## src/rtl/rvc_asap_pkg.sv

```systemverilog
// rvc_asap_pkg: shared constants and types for the rvc_asap end-of-test logic.
//   EBREAK_OPCODE      : retired-instruction encoding that halts a hart
//   D_MEM_REGION_FLOOR : default base address of the snapshot window
//   eot_status_t       : EotStatus encoding (running / ebreak / timeout)
//   eot_state_t        : end-of-test monitor states
// Also defines RVC_ASAP_DFF, the async active-low reset flop used by every
// register in this block.
`ifndef RVC_ASAP_DFF
`define RVC_ASAP_DFF(q, d, clk, rst_n, rst_val) \
  always_ff @(posedge clk or negedge rst_n) \
    if (!rst_n) q <= (rst_val); \
    else q <= (d);
`endif

package rvc_asap_pkg;

  localparam logic [31:0] EBREAK_OPCODE      = 32'h0010_0073;
  localparam logic [31:0] D_MEM_REGION_FLOOR = 32'h0001_0000;

  typedef enum logic [1:0] {
    EOT_RUNNING = 2'd0,
    EOT_EBREAK  = 2'd1,
    EOT_TIMEOUT = 2'd2
  } eot_status_t;

  typedef enum logic [2:0] {
    RUN       = 3'd0,
    SNAP_REQ  = 3'd1,
    SNAP_WAIT = 3'd2,
    SNAP_OUT  = 3'd3,
    DONE      = 3'd4
  } eot_state_t;

endpackage

```

## src/rtl/rvc_asap_sat_cnt.sv

```systemverilog
// rvc_asap_sat_cnt: W-bit up counter with enable that sticks at all-ones.
//   i_clk   : clock, rising edge
//   i_rst_n : async active-low reset, clears the count
//   i_en    : count this edge
//   o_cnt   : current count
`ifndef RVC_ASAP_DFF
`define RVC_ASAP_DFF(q, d, clk, rst_n, rst_val) \
  always_ff @(posedge clk or negedge rst_n) \
    if (!rst_n) q <= (rst_val); \
    else q <= (d);
`endif

module rvc_asap_sat_cnt #(
  parameter int W = 32
) (
  input  logic         i_clk,
  input  logic         i_rst_n,
  input  logic         i_en,
  output logic [W-1:0] o_cnt
);

  logic [W-1:0] r_cnt;
  logic [W-1:0] w_cnt_nxt;

  assign w_cnt_nxt = (i_en && (r_cnt != '1)) ? r_cnt + W'(1) : r_cnt;

  `RVC_ASAP_DFF(r_cnt, w_cnt_nxt, i_clk, i_rst_n, '0)

  assign o_cnt = r_cnt;

endmodule

```

## src/rtl/rvc_asap_eot_monitor.sv

```systemverilog
// rvc_asap_eot_monitor: watches per-hart retire streams for EBREAK, counts
// enabled cycles for a timeout, and on end-of-test reads SNAP_WORDS words
// from memory and streams them out as valid/ready beats.
//   Clock, RstN          : clock (rising) and async active-low reset
//   Enable               : monitoring / cycle counting active
//   InstrValid, Instr    : per-hart retire strobe and instruction
//   MemRdEn/Addr/Data    : memory read port, data one cycle after MemRdEn
//   SnapValid/Ready/Addr/Data : snapshot beat stream
//   HartHalted           : sticky per-hart EBREAK seen
//   EotStatus            : 0 running, 1 ebreak, 2 timeout
//   EotDone              : snapshot complete
//   CycleCount           : enabled cycles spent in RUN (saturating)
`ifndef RVC_ASAP_DFF
`define RVC_ASAP_DFF(q, d, clk, rst_n, rst_val) \
  always_ff @(posedge clk or negedge rst_n) \
    if (!rst_n) q <= (rst_val); \
    else q <= (d);
`endif

module rvc_asap_eot_monitor
  import rvc_asap_pkg::*;
#(
  parameter int          NUM_HARTS      = 1,
  parameter int          TIMEOUT_W      = 32,
  parameter int          TIMEOUT_CYCLES = 100000,
  parameter logic [31:0] SNAP_BASE      = D_MEM_REGION_FLOOR,
  parameter int          SNAP_WORDS     = 16,
  parameter bit          EOT_ALL        = 1'b1
) (
  input  logic                       Clock,
  input  logic                       RstN,
  input  logic                       Enable,
  input  logic [NUM_HARTS-1:0]       InstrValid,
  input  logic [NUM_HARTS-1:0][31:0] Instr,
  output logic                       MemRdEn,
  output logic [31:0]                MemRdAddr,
  input  logic [31:0]                MemRdData,
  output logic                       SnapValid,
  input  logic                       SnapReady,
  output logic [31:0]                SnapAddr,
  output logic [31:0]                SnapData,
  output logic [NUM_HARTS-1:0]       HartHalted,
  output logic [1:0]                 EotStatus,
  output logic                       EotDone,
  output logic [TIMEOUT_W-1:0]       CycleCount
);

  localparam int                   IDX_W    = (SNAP_WORDS > 1) ? $clog2(SNAP_WORDS) : 1;
  localparam logic [IDX_W-1:0]     LAST_IDX = IDX_W'(SNAP_WORDS - 1);
  localparam logic [TIMEOUT_W-1:0] TO_LAST  = TIMEOUT_W'(TIMEOUT_CYCLES - 1);

  eot_state_t           r_state,     w_state_nxt;
  eot_status_t          r_status,    w_status_nxt;
  logic [IDX_W-1:0]     r_idx,       w_idx_nxt;
  logic [NUM_HARTS-1:0] r_halted,    w_halted_nxt;
  logic                 r_done,      w_done_nxt;
  logic                 r_rd_en,     w_rd_en_nxt;
  logic [31:0]          r_rd_addr,   w_rd_addr_nxt;
  logic                 r_snap_vld,  w_snap_vld_nxt;
  logic [31:0]          r_snap_addr, w_snap_addr_nxt;
  logic [31:0]          r_snap_data, w_snap_data_nxt;

  logic [NUM_HARTS-1:0] w_ebreak;
  logic [NUM_HARTS-1:0] w_halted_now;
  logic                 w_run;
  logic                 w_end;
  logic                 w_timeout;
  logic [TIMEOUT_W-1:0] w_cycles;

  always_comb begin
    for (int h = 0; h < NUM_HARTS; h++)
      w_ebreak[h] = InstrValid[h] && (Instr[h] == EBREAK_OPCODE);
  end

  // A halt retiring this cycle already counts towards the end condition.
  assign w_halted_now = r_halted | w_ebreak;
  assign w_run        = (r_state == RUN);
  assign w_end        = EOT_ALL ? (&w_halted_now) : (|w_halted_now);
  assign w_timeout    = Enable && (w_cycles == TO_LAST);

  rvc_asap_sat_cnt #(.W(TIMEOUT_W)) u_cyc_cnt (
    .i_clk   (Clock),
    .i_rst_n (RstN),
    .i_en    (w_run && Enable),
    .o_cnt   (w_cycles)
  );

  always_comb begin
    w_state_nxt     = r_state;
    w_status_nxt    = r_status;
    w_idx_nxt       = r_idx;
    w_halted_nxt    = r_halted;
    w_rd_addr_nxt   = r_rd_addr;
    w_snap_addr_nxt = r_snap_addr;
    w_snap_data_nxt = r_snap_data;
    w_rd_en_nxt     = 1'b0;
    w_snap_vld_nxt  = 1'b0;
    w_done_nxt      = 1'b0;

    case (r_state)
      RUN: begin
        w_halted_nxt = w_halted_now;
        // EBREAK wins over a timeout landing in the same cycle.
        if (w_end) begin
          w_status_nxt = EOT_EBREAK;
          w_state_nxt  = SNAP_REQ;
        end else if (w_timeout) begin
          w_status_nxt = EOT_TIMEOUT;
          w_state_nxt  = SNAP_REQ;
        end
      end
      SNAP_REQ:  w_state_nxt = SNAP_WAIT;
      SNAP_WAIT: begin
        w_snap_data_nxt = MemRdData;
        w_snap_addr_nxt = r_rd_addr;
        w_state_nxt     = SNAP_OUT;
      end
      SNAP_OUT: begin
        if (SnapReady) begin
          if (r_idx == LAST_IDX) begin
            w_state_nxt = DONE;
          end else begin
            w_idx_nxt   = r_idx + IDX_W'(1);
            w_state_nxt = SNAP_REQ;
          end
        end
      end
      DONE:    w_state_nxt = DONE;
      default: w_state_nxt = RUN;
    endcase

    // Outputs are registered from the next state so each one is high for
    // exactly the cycles spent in its state.
    if (w_state_nxt == SNAP_REQ) begin
      w_rd_en_nxt   = 1'b1;
      w_rd_addr_nxt = SNAP_BASE + (32'(w_idx_nxt) << 2);
    end
    w_snap_vld_nxt = (w_state_nxt == SNAP_OUT);
    w_done_nxt     = (w_state_nxt == DONE);
  end

  `RVC_ASAP_DFF(r_state,     w_state_nxt,     Clock, RstN, RUN)
  `RVC_ASAP_DFF(r_status,    w_status_nxt,    Clock, RstN, EOT_RUNNING)
  `RVC_ASAP_DFF(r_idx,       w_idx_nxt,       Clock, RstN, '0)
  `RVC_ASAP_DFF(r_halted,    w_halted_nxt,    Clock, RstN, '0)
  `RVC_ASAP_DFF(r_done,      w_done_nxt,      Clock, RstN, 1'b0)
  `RVC_ASAP_DFF(r_rd_en,     w_rd_en_nxt,     Clock, RstN, 1'b0)
  `RVC_ASAP_DFF(r_rd_addr,   w_rd_addr_nxt,   Clock, RstN, '0)
  `RVC_ASAP_DFF(r_snap_vld,  w_snap_vld_nxt,  Clock, RstN, 1'b0)
  `RVC_ASAP_DFF(r_snap_addr, w_snap_addr_nxt, Clock, RstN, '0)
  `RVC_ASAP_DFF(r_snap_data, w_snap_data_nxt, Clock, RstN, '0)

  assign MemRdEn    = r_rd_en;
  assign MemRdAddr  = r_rd_addr;
  assign SnapValid  = r_snap_vld;
  assign SnapAddr   = r_snap_addr;
  assign SnapData   = r_snap_data;
  assign HartHalted = r_halted;
  assign EotStatus  = r_status;
  assign EotDone    = r_done;
  assign CycleCount = w_cycles;

endmodule
```

## config.mk

```make
export PLATFORM = sky130hd
export DESIGN_NAME = rvc_asap_eot_monitor
export DESIGN_NICKNAME = d
export VERILOG_FILES = /design/src/rtl/rvc_asap_pkg.sv /design/src/rtl/rvc_asap_sat_cnt.sv /design/src/rtl/rvc_asap_eot_monitor.sv
export SDC_FILE = /design/constraint.sdc
export NUM_CORES = 1
export LEC_CHECK = 0
export CORE_MARGIN = 2
export CORE_UTILIZATION = 42
export CTS_CLUSTER_SIZE = 40
export DETAILED_ROUTE_END_ITERATION = 10
export GPL_ROUTABILITY_DRIVEN = 0
export MAX_ROUTING_LAYER = met4
export PLACE_DENSITY = 0.9
export SYNTH_ARGS = -nofsm -noshare
export SYNTH_HDL_FRONTEND = slang
export SYNTH_HIERARCHICAL = 1
export SYNTH_SLANG_ARGS = --single-unit
```

## constraint.sdc

```tcl
create_clock -name Clock -period 2.9 [get_ports Clock]
set_clock_uncertainty 0.2 [all_clocks]
set_input_delay 0.29 -clock Clock [delete_from_list [all_inputs] [get_ports Clock]]
set_output_delay 0.29 -clock Clock [all_outputs]
set_load 0.005 [all_outputs]
```

**Congestion heat map**

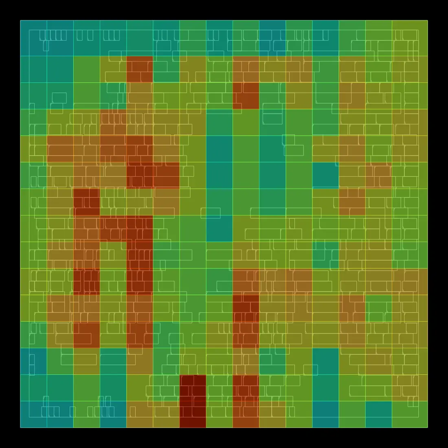
met3 routing resource usage after global routing: 0.0383
GRT Util Overall: 0.186
met1 usage in global routing: 0.231
global-route met2 utilization: 0.298

==> flow_metrics.py <==
# Generated from Yosys and OpenROAD reports
metrics = {
    "synthesis": {
        "synth_warnings": 6,
        "ys.flops": 87,
        "synth_cells": 363,
        "synth.distinct_cells": 50,
        "synth_area_leader_cell": "dfrtp_1",
        "yosys-mux-area-fraction": 0.120,
        "synth-cells-yosys": 363,
        "ys.flop_type": "dfrtp_1",
        "post_synth_most_frequent_cells": "87 x dfrtp_1, 54 x buf_4, 40 x mux2_2",
        "largest_logic_family": "simple AND/OR/NAND/NOR gates",
        "post_synth_and_or_nand_nor_area_fraction": 0.179,
        "yosys.area.top_type_share": 0.500,
        "synth.top_cells.by_area": "dfrtp_1 50%, mux2_2 10%, buf_4 9.3%",
        "synthAoiAreaFrac": 0.0319,
        "yosys.stat.chipArea_um2": 4360,
        "synthXorXnorAreaFrac": 0.0603,
        "synthesis.area_per_instance_um2": 12.0,
        "number_of_synthesized_flops_with_an_enable_pin": 0,
        "async_reset_ff_frac": 1.00,
        "ys_seq_frac": 0.500,
        "yosys.cell_count.top_type": "dfrtp_1",
    },
    "worst_setup_path": {
        "crit_path_max_incr_delay_ns": 0.47,
        "timing.critical_path.required_ns": 2.95,
        "category_of_the_critical_setup_timing_path": "reg2reg",
        "worstPathCellList": "nor4b_2 > nand4_1 > or3_4 > a311o_4 > mux2_4",
        "cpMaxStageDelayCell": "dfrtp_1",
        "category_of_cells_accounting_for_the_largest_share_of_critical_path_delay": "simple AND/OR/NAND/NOR gates",
        "path_max_fanout": 7,
        "startpoint_type": "register",
    },
    "sta": {
        "maxSlewHeadroom": 0.279,
        "setup_total_negative_slack_ns": 0,
        "max_freq_mhz": 410,
        "timing_worst_slew_pin_value_ns": 1.08,
        "report.final.setup_viol": 0,
        "final_hold_viol_count": 0,
        "rsz0062_at_grt": "no",
    },
    "power": {
        "p_per_area_nw_per_um2": 726,
        "p_leak_nw": 2.53,
    },
    "floorplan": {
        "die-width_um": 106,
        "die_y_um": 106,
        "ioPinCount": 203,
        "overall_die_area_um2": 11200,
        "rows": 37,
    },
    "clock_tree": {
        "cts_tree": "yes",
        "clk_pin_slew_worst_paths_ns": 0.08,
        "htree_levels": 3,
        "worstSkewPairLatency_ns": 0.36,
        "cts_root_buffer": "clkbuf_8",
        "cts-root-to-sink-buffers": 2,
        "cts-buffers-inserted": 9,
        "cts_setup_buffers": 0,
        "clock_sink_count": 87,
    },
    "final_layout": {
        "area.growth.synth_to_final_pct": 38.4,
        "n_fill_cell": 820,
        "share_of_final_layout_standard_cells_stronger_than_drive_strength_1": 0.163,
        "fin_nets": 594,
    },
    "job": {
        "drv.max_cap_violation_count": 0,
    },
    "global_routing": {
        "grt_first_pass_wirelength_mm": 16.2,
        "antenna_found_initial": 0,
        "grt_pass1_vias": 3225,
    },
    "routing": {
        "routed_via_density": 4.96,
        "drt_first_iter_violations": 94,
        "drc": 0,
        "routedWlPerCell_um": 14.8,
    },
    "placed_design": {
        "place_hpwl_mm": 7.42,
        "placement.setup.worst_slack_ns": 0.318,
    },
    "status": {
        "outcome": "completed",
    },
}
**Metal 4**

Scale: 4 px per um. Supply wires on this layer in grey.
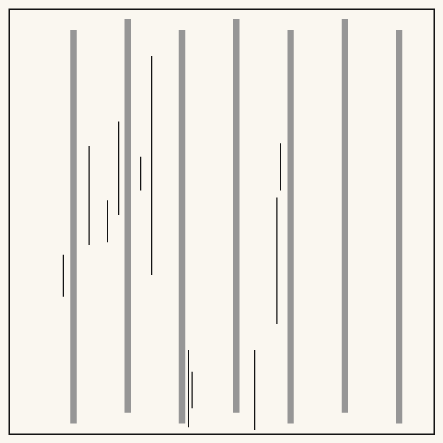
share of all routed wire: 2.3%
wire length on this layer: 221 um
longest straight run: 54.4 um
aggregate routed wire length: 9.83 mm
via count of the routed design: 3,295

-- worst reg2reg max path, delay by kind of cell (launching register included) --
family / cells / cell delay [ns]
flops: 1 / 0.47
simple gates: 3 / 0.89
compound gates: 1 / 0.47
mux: 1 / 0.31
-- registers in the layout (all words and copies together) (netlist names), 2 cells and up --
register / count
SnapAddr: 5
r_state: 3
SnapData: 32
EotStatus: 2
MemRdAddr: 5
u_cyc_cnt/o_cnt: 32
r_idx: 4
-- layout make-up --
cell class / instances / area, um^2 / area share
clock buffer: 11 / 141 / 0.0234
clock inverter: 5 / 57.6 / 0.00954
inverter: 4 / 15.0 / 0.00249
multi-input combinational: 266 / 1940 / 0.321
sequential: 87 / 2180 / 0.361
tap: 136 / 170 / 0.0282
timing repair buffer: 155 / 1530 / 0.254
-- placed cells by master, fill, tap and decap left out, types with 2 or more instances in the layout --
master / n
nor3_2: 4
a31oi_1: 3
nor4bb_1: 4
or4_4: 2
clkdlybuf4s50_1: 147
xor2_1: 5
nor4_1: 4
ha_1: 2
nor4_2: 3
buf_4: 7
nand2b_1: 2
nor2_1: 11
nand4_1: 18
nand2_1: 20
nor4b_2: 2
inv_1: 4
clkbuf_8: 10
clkinv_4: 2
nand3_1: 16
a21oi_1: 3
o211ai_1: 2
conb_1: 54
a22o_1: 2
xnor2_1: 25
mux2_2: 40
clkinv_2: 2
nor2b_1: 2
and3_1: 3
nor3_1: 4
nor4b_1: 4
and4_1: 6
dfrtp_1: 87
mux2_4: 4
and2_1: 3
-- metal layers --
metal	GRT usage	wire, um	vias to the layer above
li1	-	-	1511
met1	0.231	4180	1593
met2	0.298	4760	166
met3	0.0383	670	25
met4	0.0752	221	0
met5	-	0	-
-- path summary, 6_finish.rpt --
check,start,endpoint,slack (ns),depth (start not counted)
worst min-delay path,EotStatus[0],EotStatus[0],0.30,2
worst max-delay path,u_cyc_cnt/o_cnt[23],MemRdAddr[2],0.46,5
min in group asynchronous,RstN,SnapData[2],0.47,2
worst min register to register,EotStatus[0],EotStatus[0],0.30,2
worst max register to register,u_cyc_cnt/o_cnt[23],MemRdAddr[2],0.46,5
max in group asynchronous,RstN,SnapData[14],1.34,2
-- timing repair --
action	in CTS	in global routing
gates resized	0	0
hold buffers	1	0
hold endpoints to repair	87	0
-- report_power, final --
part	internal [W]	switching (W)
clock network	0.000422	0.000430
registers	0.00159	0.000244
logic	0.00113	0.000566
total	0.00314	0.00124
-- per-stage QoR --
step / cell area [um^2] / power [W] / std cells / util / hold slack (ns)
after floorplan: 4560 / 0.00266 / 416 / - / -0.206
after global placement: 5820 / 0.00348 / 647 / 0.572 / 0.269
after detailed placement: 5820 / 0.00357 / 647 / 0.572 / 0.273
after CTS: 6030 / 0.00443 / 664 / 0.592 / 0.291
after global routing: 6030 / 0.00466 / 664 / 0.592 / 0.320
final: 6030 / 0.00438 / 664 / 0.592 / 0.298
Power is estimated from default activity; no workload was simulated.
